--- config.mk ---
export PLATFORM = sky130hd
export DESIGN_NAME = chunked_add_sub
export DESIGN_NICKNAME = d
export VERILOG_FILES = /design/src/rtl/chunked_add_sub.sv
export SDC_FILE = /design/constraint.sdc
export NUM_CORES = 1
export LEC_CHECK = 0
export ABC_AREA = 1
export CORE_MARGIN = 10
export CORE_UTILIZATION = 36
export CTS_BUF_LIST = sky130_fd_sc_hd__clkbuf_4 sky130_fd_sc_hd__clkbuf_8
export DETAILED_ROUTE_END_ITERATION = 10
export PLACE_DENSITY = 0.56
export SLEW_MARGIN = 10
export SYNTH_ARGS = -nofsm -noshare
export SYNTH_HDL_FRONTEND = slang
export SYNTH_SLANG_ARGS = --single-unit
export TNS_END_PERCENT = 50
--- constraint.sdc ---
create_clock -name clk -period 7.3 [get_ports clk]
set_input_delay 0.73 -clock clk [delete_from_list [all_inputs] [get_ports clk]]
set_output_delay 0.73 -clock clk [all_outputs]
set_load 0.005 [all_outputs]
--- src/rtl/chunked_add_sub.sv ---
// Multi-cycle adder/subtractor that adds CHUNK bits per clock, with carry/overflow/zero flags.
// Optional result clamping on signed overflow is enabled by defining SATURATE_EN.
module chunked_add_sub #(
  parameter int WIDTH = 16,
  parameter int CHUNK = 4
) (
  input  logic             clk,
  input  logic             rst_n,
  input  logic             in_valid,
  output logic             in_ready,
  input  logic [WIDTH-1:0] a,
  input  logic [WIDTH-1:0] b,
  input  logic             sub,
  output logic             out_valid,
  input  logic             out_ready,
  output logic [WIDTH-1:0] result,
  output logic             carry_out,
  output logic             overflow,
  output logic             zero
);

  localparam int NCHUNK = WIDTH / CHUNK;
  localparam int IDXW   = (NCHUNK > 1) ? $clog2(NCHUNK) : 1;
  localparam logic [IDXW-1:0] LAST_IDX = IDXW'(NCHUNK - 1);

  generate
    if (WIDTH < 1 || CHUNK < 1 || (WIDTH % CHUNK) != 0) begin : g_bad_cfg
      $error("chunked_add_sub: WIDTH must be >= 1 and a multiple of CHUNK");
    end
  endgenerate

  typedef enum logic [1:0] {IDLE, BUSY, DONE} state_t;

  state_t           state_q, state_d;
  logic [WIDTH-1:0] a_q, a_d;
  logic [WIDTH-1:0] b_q, b_d;
  logic             carry_q, carry_d;
  logic [IDXW-1:0]  idx_q, idx_d;
  logic [WIDTH-1:0] res_q, res_d;
  logic             cy_q, cy_d;
  logic             ov_q, ov_d;
  logic             z_q, z_d;

  logic [CHUNK:0]   chunk_sum;
  logic [WIDTH-1:0] res_raw;
  logic [WIDTH-1:0] res_fin;
  logic             ov_raw;

`ifdef SATURATE_EN
  localparam logic [WIDTH-1:0] MIN_NEG = WIDTH'(1) << (WIDTH - 1);

  // Clamp toward the signed extreme that matches A's sign.
  function automatic logic [WIDTH-1:0] saturate(input logic [WIDTH-1:0] r,
                                                input logic ov, input logic a_msb);
    if (ov) return a_msb ? MIN_NEG : ~MIN_NEG;
    return r;
  endfunction
`endif

  always_comb begin
    state_d = state_q;
    a_d     = a_q;
    b_d     = b_q;
    carry_d = carry_q;
    idx_d   = idx_q;
    res_d   = res_q;
    cy_d    = cy_q;
    ov_d    = ov_q;
    z_d     = z_q;

    chunk_sum = {1'b0, a_q[idx_q*CHUNK +: CHUNK]} + {1'b0, b_q[idx_q*CHUNK +: CHUNK]}
              + (CHUNK+1)'(carry_q);
    res_raw = res_q;
    res_raw[idx_q*CHUNK +: CHUNK] = chunk_sum[CHUNK-1:0];
    // b_q already holds the inverted operand for subtraction, so one rule covers both.
    ov_raw = (a_q[WIDTH-1] == b_q[WIDTH-1]) && (res_raw[WIDTH-1] != a_q[WIDTH-1]);
`ifdef SATURATE_EN
    res_fin = saturate(res_raw, ov_raw, a_q[WIDTH-1]);
`else
    res_fin = res_raw;
`endif

    case (state_q)
      IDLE: begin
        if (in_valid) begin
          a_d     = a;
          b_d     = b ^ {WIDTH{sub}};
          carry_d = sub;
          idx_d   = '0;
          state_d = BUSY;
        end
      end
      BUSY: begin
        res_d   = res_raw;
        carry_d = chunk_sum[CHUNK];
        idx_d   = idx_q + 1'b1;
        if (idx_q == LAST_IDX) begin
          res_d   = res_fin;
          cy_d    = chunk_sum[CHUNK];
          ov_d    = ov_raw;
          z_d     = (res_fin == '0);
          state_d = DONE;
        end
      end
      DONE: begin
        if (out_ready) state_d = IDLE;
      end
      default: state_d = IDLE;
    endcase
  end

  always_ff @(posedge clk or negedge rst_n) begin
    if (!rst_n) begin
      state_q <= IDLE;
      a_q     <= '0;
      b_q     <= '0;
      carry_q <= 1'b0;
      idx_q   <= '0;
      res_q   <= '0;
      cy_q    <= 1'b0;
      ov_q    <= 1'b0;
      z_q     <= 1'b0;
    end else begin
      state_q <= state_d;
      a_q     <= a_d;
      b_q     <= b_d;
      carry_q <= carry_d;
      idx_q   <= idx_d;
      res_q   <= res_d;
      cy_q    <= cy_d;
      ov_q    <= ov_d;
      z_q     <= z_d;
    end
  end

  assign in_ready  = (state_q == IDLE);
  assign out_valid = (state_q == DONE);
  assign result    = res_q;
  assign carry_out = cy_q;
  assign overflow  = ov_q;
  assign zero      = z_q;

endmodule

==> run summary <==
yosys + openroad results -> status completed, nets 493, boundary pin count 58, Reg2Reg Depth 16, initial antenna violation count 0, Post-synth EDFFs 0, Synth Instances 395, Unique cell types 25, Worst VDD drop 0.1763 mV, H-tree levels 2, yosys xor share 0.04624, Setup Total Neg Slack 0 ns, Final Power 1.739 mW, Total GRT Usage 0.1138, worst path bufs/invs 2, Max FO, Critical Path 33, CTS tree yes, layout cells sized above 1 0.03587, RePlAce Congestion 0.8587, dpl cells 543, Synth mux share 0, most common logic cell in the routed design nand2_1, first-pass GRT wire length 12.25 mm, Yosys Instances 395, DRT Pass-1 Iters 5, WL/cell 13.12 um, Worst Setup SP idx_q[0], pre-CTS setup slack 3.515 ns, Reg2Reg Launch Point idx_q[0], DR iter-0 viols 75, vias in the first global route 2585, root buf cell clkbuf_8, Net Count, Synth 443, tool warnings 31, largest net degree at the start of global routing 57, Clock Tree Buf Depth 2, reg2reg setup slack 3.50 ns, CTS Hold Bufs 0, Post-DRT Antenna Nets 0, crit path to zero, via count 2609, PD cells 454.6 nW/um2, Worst Path Arrival 4.02 ns, Max Slew Vio Count 0, worst hold path class reg -> reg, postcts setup bufs 0, Synth Cell Area 3030 um2, Top non-seq family simple AND/OR/NAND/NOR gates, Synth Area in Simple Gates 0.2593, area grow syn2layout 26.26%, die area 12490 um2, most frequent cells in the layout 141 x nand2_1, 56 x dfrtp_1, 56 x clkdlybuf4s50_1, Largest delay share family, worst path flip-flops, vias per cell 4.735, worst r2r dst zero, aoi/oai-family share of the synthesized area 0.1173, setup violators final 0, most used flip-flop cell dfrtp_1, Worst Setup Path Type reg -> reg, Adder Area Share 0.05037, met3 GRT Util 0.03274, Worst Path Required 7.52 ns, CORE AREA 8217 um2, Worst path max stage delay 0.96 ns, ANT cells 0, fraction of registers with async set/reset 1.000, crit path time final 3.799 ns, Fin Clk Skew 0.007181 ns, Final Cycle Share 0.5204, Levels on crit path 16, YS warnings 0
per-stage QoR:
step	utilization	area, um2	hold WS (ns)
global placement	0.4463	3667	0.4620
detailed placement	0.4463	3667	0.4650
global route	0.4657	3826	0.5213
floorplan	-	3030	0.4344
finish	0.4657	3826	0.4887
CTS	0.4657	3826	0.4921
flip-flops by register name, indices dropped and copies added, names as in the netlist:
signal	cells
overflow	1
result	16
idx_q	2
zero	1
carry_q	1
a_q	16
b_q	16
state_q	2
carry_out	1
worst min-delay path by stage:
stage	from	slack, ns	cells after the start	to
global route	b_q[5]	0.52	2	b_q[5]
floorplan	rst_n	0.43	0	a_q[0]
finish	a_q[7]	0.49	2	a_q[7]
detailed placement	a_q[7]	0.47	2	a_q[7]
CTS	a_q[7]	0.49	2	a_q[7]
global placement	b_q[6]	0.46	2	b_q[6]
cell usage after synthesis, types with 3 or more instances:
cell type,number,share of area
ha_1,9,0.037
a21oi_1,3,0.0050
inv_1,30,0.037
xnor2_1,16,0.046
buf_2,9,0.015
clkbuf_1,6,0.0074
nand2_1,141,0.17
dfrtp_1,56,0.46
nor2_1,39,0.048
a31oi_1,7,0.014
o22ai_1,6,0.012
nand3_1,14,0.023
o21ai_0,39,0.064
o21ai_1,3,0.0050
cell type report:
cell class              instances  area (um2)
multi-input cells             291        1434
inverters                      32       120.1
fillers                       854        4390
clock buffers                   5       68.82
clock inverters                 3       90.09
repair buffers                 59       580.6
flip-flops and latches         56        1401
well taps                     105       131.4
where the power goes:
part,total (mW),internal (mW),switching (mW)
combinational,0.898,0.363,0.535
clock,0.276,0.171,0.104
sequential,0.566,0.447,0.119
total,1.74,0.982,0.758
routing by layer:
layer	part of all wire	wire, um	vias up
met5	0	0	-
met4	0.016	114	0
met3	0.047	342	13
met2	0.47	3396	51
met1	0.47	3376	1193
li1	-	-	1352
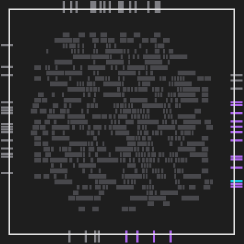
**Above:** pin map.
Drawn at 2 px/um. Pins as bars across the die edge, other pins in grey.
- rst_n: cyan (pins 1; direction input; edge right)
- result: purple (pins 16; direction output; edge 12 right, 4 bottom)
die width: 111.8 um
port bufs: 57
die span in y: 111.8 um

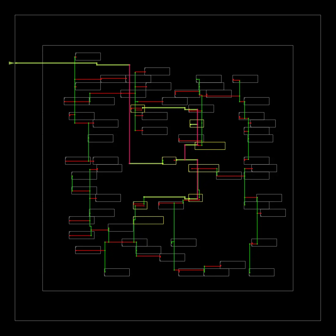
**Above:** clock routing.
Skew-Pair Late Insertion Delay: 0.32 ns
Flops: 56
CTS Sinks: 56
# clk buffers: 5
clock buffer count from CTS: 5

Power figures rest on the tool's default switching activity, not on a simulated workload.
